## src/rtl/csr_trap_sequencer.sv

```systemverilog
// Sequencer that owns the CSR file's single read address and write port.
// It runs CSR read-modify-write ops, trap entry and mret; arbitration priority is trap > mret > CSR op.
module csr_trap_sequencer #(
  parameter logic [11:0] ADDR_MSTATUS = 12'h300,
  parameter logic [11:0] ADDR_MTVEC   = 12'h305,
  parameter logic [11:0] ADDR_MEPC    = 12'h341,
  parameter logic [11:0] ADDR_MCAUSE  = 12'h342,
  parameter logic [11:0] ADDR_MTVAL   = 12'h343,
  parameter bit          VECTORED     = 1'b1
) (
  input  logic        clk,
  input  logic        reset,
  input  logic        csr_valid,
  input  logic [1:0]  csr_op,
  input  logic [11:0] csr_addr,
  input  logic [31:0] csr_wdata,
  output logic        csr_ack,
  output logic        csr_done,
  output logic [31:0] csr_result,
  output logic        csr_illegal,
  input  logic        trap_valid,
  input  logic [31:0] trap_cause,
  input  logic [31:0] trap_pc,
  input  logic [31:0] trap_tval,
  output logic        trap_ack,
  input  logic        mret_valid,
  output logic        mret_ack,
  output logic        redirect_valid,
  output logic [31:0] redirect_pc,
  output logic        busy,
  output logic [11:0] csr_raddr,
  input  logic [31:0] csr_rdata,
  output logic        csr_we,
  output logic [11:0] csr_waddr,
  output logic [31:0] csr_wdata_o
);

  typedef enum logic [3:0] {
    S_IDLE, S_C_RD, S_C_WR,
    S_T_EPC, S_T_CAUSE, S_T_TVAL, S_T_STRD, S_T_STWR, S_T_JUMP,
    S_M_RD, S_M_WR, S_M_JUMP
  } state_t;

  state_t      state;
  logic [1:0]  op_q;
  logic [11:0] addr_q;
  logic [31:0] wdata_q, old_q, result_q, cause_q, pc_q, tval_q;

  logic        idle, grant_trap, grant_mret, grant_csr;
  logic        write_req, read_only;
  logic [31:0] csr_new, trap_status, mret_status, trap_target;

  // Acks are combinational so the grant lands in the same IDLE cycle the request is seen.
  assign idle       = (state == S_IDLE) && !reset;
  assign grant_trap = idle && trap_valid;
  assign grant_mret = idle && mret_valid && !trap_valid;
  assign grant_csr  = idle && csr_valid && !trap_valid && !mret_valid;

  assign trap_ack   = grant_trap;
  assign mret_ack   = grant_mret;
  assign csr_ack    = grant_csr;
  assign busy       = (state != S_IDLE);
  assign csr_result = result_q;

  assign write_req  = (op_q == 2'b01) || (wdata_q != 32'h0);
  assign read_only  = (addr_q[11:10] == 2'b11);

  always_comb begin
    case (op_q)
      2'b01:   csr_new = wdata_q;
      2'b11:   csr_new = old_q & ~wdata_q;
      default: csr_new = old_q | wdata_q;
    endcase

    trap_status        = old_q;
    trap_status[7]     = old_q[3];
    trap_status[3]     = 1'b0;
    trap_status[12:11] = 2'b11;

    mret_status        = old_q;
    mret_status[3]     = old_q[7];
    mret_status[7]     = 1'b1;
    mret_status[12:11] = 2'b11;

    // Interrupts in vectored mode land at base + 4*code; wraps mod 2^32.
    trap_target = {csr_rdata[31:2], 2'b00};
    if (VECTORED && csr_rdata[1:0] == 2'b01 && cause_q[31])
      trap_target = trap_target + {cause_q[29:0], 2'b00};
  end

  always_comb begin
    // NOTE: every output gets a default first so no latch is inferred on unlisted states.
    csr_we         = 1'b0;
    csr_waddr      = 12'h0;
    csr_wdata_o    = 32'h0;
    csr_raddr      = 12'h0;
    csr_done       = 1'b0;
    csr_illegal    = 1'b0;
    redirect_valid = 1'b0;
    redirect_pc    = 32'h0;
    if (!reset) begin
      case (state)
        S_C_RD:    csr_raddr = addr_q;
        S_C_WR: begin
          csr_raddr   = addr_q;
          csr_done    = 1'b1;
          csr_illegal = write_req && read_only;
          csr_we      = write_req && !read_only;
          csr_waddr   = addr_q;
          csr_wdata_o = csr_new;
        end
        S_T_EPC:   begin csr_we = 1'b1; csr_waddr = ADDR_MEPC;    csr_wdata_o = pc_q;        end
        S_T_CAUSE: begin csr_we = 1'b1; csr_waddr = ADDR_MCAUSE;  csr_wdata_o = cause_q;     end
        S_T_TVAL:  begin csr_we = 1'b1; csr_waddr = ADDR_MTVAL;   csr_wdata_o = tval_q;      end
        S_T_STRD:  csr_raddr = ADDR_MSTATUS;
        S_T_STWR:  begin csr_we = 1'b1; csr_waddr = ADDR_MSTATUS; csr_wdata_o = trap_status; end
        S_T_JUMP: begin
          csr_raddr      = ADDR_MTVEC;
          redirect_valid = 1'b1;
          redirect_pc    = trap_target;
        end
        S_M_RD:    csr_raddr = ADDR_MSTATUS;
        S_M_WR:    begin csr_we = 1'b1; csr_waddr = ADDR_MSTATUS; csr_wdata_o = mret_status; end
        S_M_JUMP: begin
          csr_raddr      = ADDR_MEPC;
          redirect_valid = 1'b1;
          redirect_pc    = {csr_rdata[31:2], 2'b00};
        end
        default: ;
      endcase
    end
  end

  // NOTE: non-blocking assignments so every register samples pre-edge values together.
  always_ff @(posedge clk) begin
    if (reset) begin
      state    <= S_IDLE;
      result_q <= 32'h0;
    end else begin
      case (state)
        S_IDLE: begin
          if (grant_trap)      state <= S_T_EPC;
          else if (grant_mret) state <= S_M_RD;
          else if (grant_csr)  state <= S_C_RD;
        end
        S_C_RD: begin
          result_q <= csr_rdata;
          state    <= S_C_WR;
        end
        S_T_EPC:   state <= S_T_CAUSE;
        S_T_CAUSE: state <= S_T_TVAL;
        S_T_TVAL:  state <= S_T_STRD;
        S_T_STRD:  state <= S_T_STWR;
        S_T_STWR:  state <= S_T_JUMP;
        S_M_RD:    state <= S_M_WR;
        S_M_WR:    state <= S_M_JUMP;
        default:   state <= S_IDLE;
      endcase
    end
  end

  // NOTE: datapath registers carry no reset; they are only read after an ack has loaded them.
  always_ff @(posedge clk) begin
    if (grant_trap) begin
      cause_q <= trap_cause;
      pc_q    <= trap_pc;
      tval_q  <= trap_tval;
    end
    if (grant_csr) begin
      op_q    <= csr_op;
      addr_q  <= csr_addr;
      wdata_q <= csr_wdata;
    end
    if (state == S_C_RD || state == S_T_STRD || state == S_M_RD)
      old_q <= csr_rdata;
  end

endmodule
```

## config.mk

```make
export PLATFORM = sky130hd
export DESIGN_NAME = csr_trap_sequencer
export DESIGN_NICKNAME = d
export VERILOG_FILES = /design/src/rtl/csr_trap_sequencer.sv
export SDC_FILE = /design/constraint.sdc
export NUM_CORES = 1
export LEC_CHECK = 0
export ABC_CLOCK_PERIOD_IN_PS = 34800
export CORE_ASPECT_RATIO = 2
export CORE_MARGIN = 1.5
export CORE_UTILIZATION = 37
export CTS_CLUSTER_DIAMETER = 100
export DETAILED_ROUTE_END_ITERATION = 6
export PLACE_DENSITY = 0.7
export SYNTH_ARGS = -nofsm -noshare
export SYNTH_HDL_FRONTEND = slang
export SYNTH_SLANG_ARGS = --single-unit
```

## constraint.sdc

```tcl
create_clock -name clk -period 34.8 [get_ports clk]
set_input_delay 6.96 -clock clk [delete_from_list [all_inputs] [get_ports clk]]
set_output_delay 6.96 -clock clk [all_outputs]
set_load 0.05 [all_outputs]
```

**Track usage over the die**

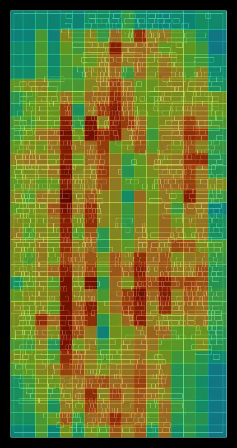
GRT met2 Usage: 43.0%
grt met1 use: 29.1%
wire per inst: 22.3 µm
GRT Total Usage: 24.3%

**Logic cells by family**

Bar = 20 µm.
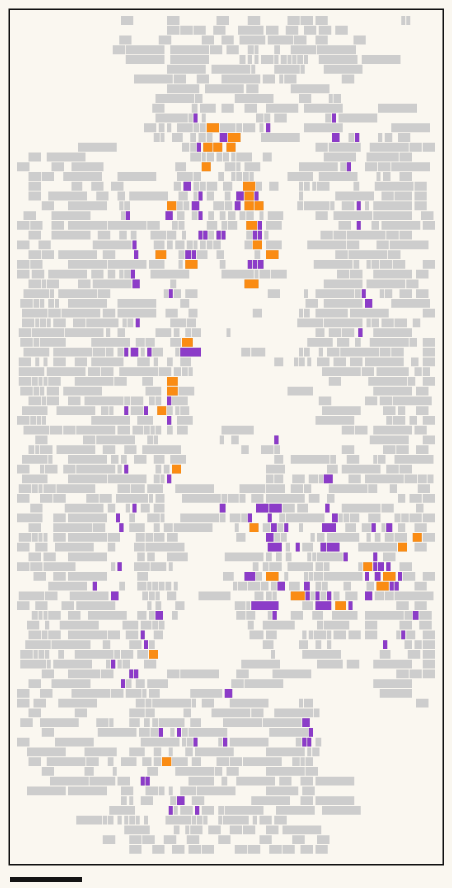
AND-OR and OR-AND gates -> orange  # cells 33, most used a21o_1
NOR gates -> purple  # cells 120, most used nor2_1
combinational share of cell area: 28.3%
most frequent logic cell in the layout: clkdlybuf4s50_1
Non-Filler Instances: 1595

**Routed clock nets over the placement**

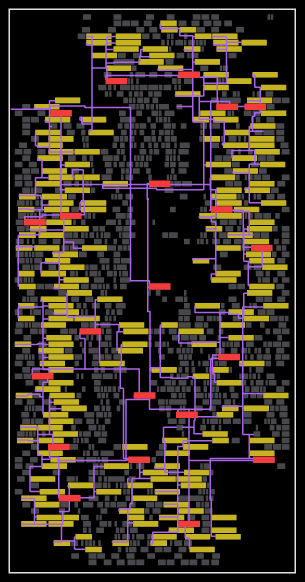
clock drivers -> red  # count 21
flip-flops -> yellow  # count 210
clock wires -> purple  # length 2850 µm
flops lie = widely spread
routed clock nets = 22
Late-Pin Clk Latency: 520 ps
clock network power: 0.243 mW
clock network fraction of design power: 27.6%
Setup Skew: 15.6 ps

==> changes_impl.md <==
### Metrics

* Simple-gate portion of the synthesized area at 14.6%
* Clk slew on worst S/H paths at 70 ps
* R2r setup slk at 31710 ps
* Final Hold Fails at 0
* Post-cts gate resize count at 0
* IO buf count at 304
* Top-area cell share at 51.0%
* Reg2reg start: state[3]
* Max stage delay on crit path at 900 ps
* Crit path max fanout at 4
* Synth cell types at 70
* Net switching power figure at 0.328 mW
* Avg Vias per Cell at 5.57
* Slew Limit Fails at 0
* Row cnt at 86
* CTS tree: built
* Detailed Place HPWL at 25900 µm
* Vias in the first global route at 9066
* Initial DRT Pass Iterations at 7
* Die area at 0.0287 mm²
* Post-route cell area at 0.0144 mm²
* Worst hold endpoint: csr_result[5]
* Synth async-reset ratio at 0%
* FF-to-FF End: tval_q[5]
* Adder share at 3.74%
* Setup Fix Bufs, Post-CTS at 0
* Critical Path Start: csr_rdata[2]
* Antenna Cells at 0
* Io pins at 307
* Share of layout cells above drive strength 1 at 6.84%
* Post-Place Setup Slack at 16930 ps
* M3 GR Usage at 5.45%
* Buffer share of cell area at 21.8%
* Top Consumer: sequential cells
* Largest logic family: AND-OR/OR-AND gates
* Num CTS Buffers at 21
* Cell area power density at 61.2 mW/mm²
* Top Layer Used: met4
* Gate Area at 0.00407 mm²
* DRT met1 WL at 13400 µm
* CP Data Arrival Time at 10940 ps
* Fin crit share at 51.4%
* Depth of the CTS H-tree at 1
* Proportion of power drawn by combinational gates at 34.1%
* Critical Path RT at 27840 ps
* Flops out of synthesis at 210
* Busiest grt layer: met2
* Met3 wire length at 3320 µm
* Die H at 238 µm
* MUX share of area at 0.110%
* First-pass GRT wire length at 53200 µm
* CP delay by family, top: buffers and inverters
* Seq power at 0.338 mW
* CP Buf/Inv Count at 3
* Placed cell area at 0.0136 mm²
* Cell taking the most area after synthesis: edfxtp_1
* CP Capture Type: primary output
* Top FF cell, synth: edfxtp_1
* Clock-cell share at 5.12%
* Tot Pwr at 0.880 mW
* Clock Tree Root: clkbuf_16
* Sequential area share after synthesis at 58.1%
* Ys Warns at 0
* Layout Area Growth over Synthesis at 40.4%
* MaxCap Viol Count at 0
* Remaining Overflow, GRT at 0
* Top Layout Cells: 303 x clkdlybuf4s50_1, 174 x edfxtp_1, 136 x nand2_1
* Status: finished, final reports clean
* Hold buffers post-CTS at 0
* P_leak at 4.81 nW
* Comb pwr at 0.300 mW
* Biggest Area Class: registers
* Synth Area per Inst at 10.9 µm²
* Mapped Cells at 942
* Fmax at 55.9 MHz
* Yosys stat chip area at 0.0102 mm²
* HP Start: csr_result[5]
* GPL Wtd Cong at 0.899
* Horiz. Die Dim at 121 µm
* Max rail drop VDD at 0.0578 mV
* Clock Path Buffers at 3
* Flops at 210
* Crit path depth at 13
* Largest net degree at the start of global routing at 66
* Hold Path Class: reg -> reg
* Sequential power share at 38.4%
* Internal power at 0.553 mW
* Worst Reg2Reg Path Length in Cells at 5
* Count of library flops with an enable pin at 174
* Aoi share at 18.2%
* DRT antenna net count at 0
* Yosys Instances at 942
* Multi-input gate count at 666
* Worst hold slack at 457 ps
* Unrepaired setup endpoints after global routing: false
* Final setup TNS at 0 ps
* Met2 wire length at 17800 µm
* Critical-path cell list: clkdlybuf4s50_1, ha_1, inv_1, fa_1, nand2b_1, a21oi_1, o21ai_1, a211oi_2, nor2_1, o21ai_1, xnor2_1, a2111oi_2, clkdlybuf4s50_1
* Slew @ Worst Pin at 1150 ps
* Switching fraction of total power at 37.2%
* Tap Cells at 352
* OpenROAD warnings at 26
* Kind of critical path: in -> out
* Cell area after synthesis at 0.0102 mm²
* Slew margin rel. at 23.4%
* Post-synth area hogs: edfxtp_1 51%, dfxtp_1 7.0%, nand2_1 5.0%
* Setup ws final at 16900 ps
* Xor and xnor area share after synthesis at 2.57%
* WHS Path Cells at 2
* Final core utilization at 52.6%
**Signal wires by layer**

Bar = 20 µm.
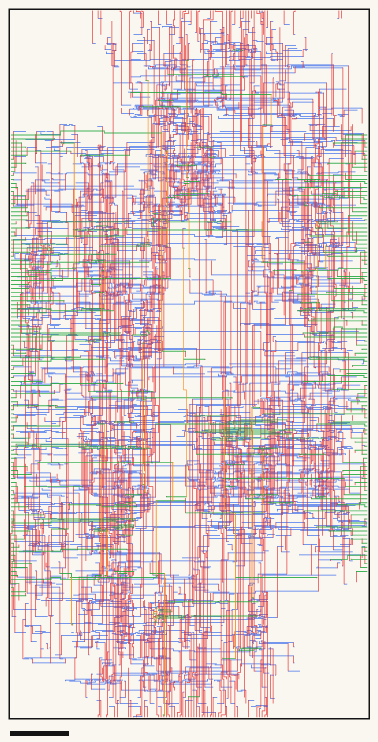
metal 2 -> red  # wire length 17800 µm
metal 1 -> blue  # wire length 13400 µm
metal 3 -> green  # wire length 3320 µm
metal 4 -> orange  # wire length 948 µm
Vias: 8891
total wire length: 35600 µm

**Placement density heat map**

12 x 24 tiles, from dark blue (low) to red (high), 0 to 100% covered.
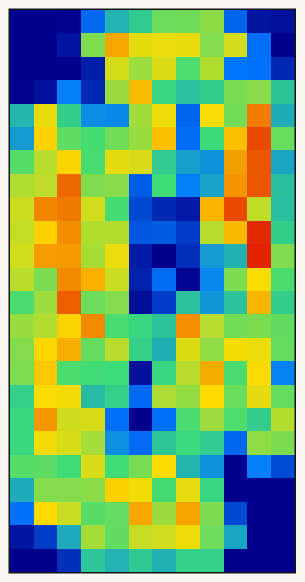
mean over tiles = 49%
tiles over 75% full = 14%
nearly empty tiles = 9.0%
Core Util at FP: 37.5%
core area: 0.0273 mm²

[sequential cells by signal (all words and copies together) (netlist names), 4 cells and up]
register	flops
old_q	32
addr_q	12
state	4
pc_q	32
tval_q	32
csr_result	32
wdata_q	32
cause_q	32
[synthesized netlist by cell type (3+ instances only)]
cell	count
edfxtp_1	174
nand2_1	137
nor2_1	84
a21oi_1	77
o21ai_0	55
clkbuf_1	45
dfxtp_1	36
a31oi_1	31
a222oi_1	30
ha_1	29
xnor2_1	23
and2_1	18
a22oi_1	14
nor3_1	14
a21o_1	13
inv_1	12
nand2b_1	12
nand3_1	11
nor2b_1	10
o21ai_1	10
a211oi_1	8
nor4_1	7
xor2_1	7
a32o_1	6
buf_2	4
o21a_1	4
or3_1	4
and3_1	3
nand3b_1	3
nand4_1	3
o211ai_1	3
or2_2	3
Power is estimated from default activity; no workload was simulated.
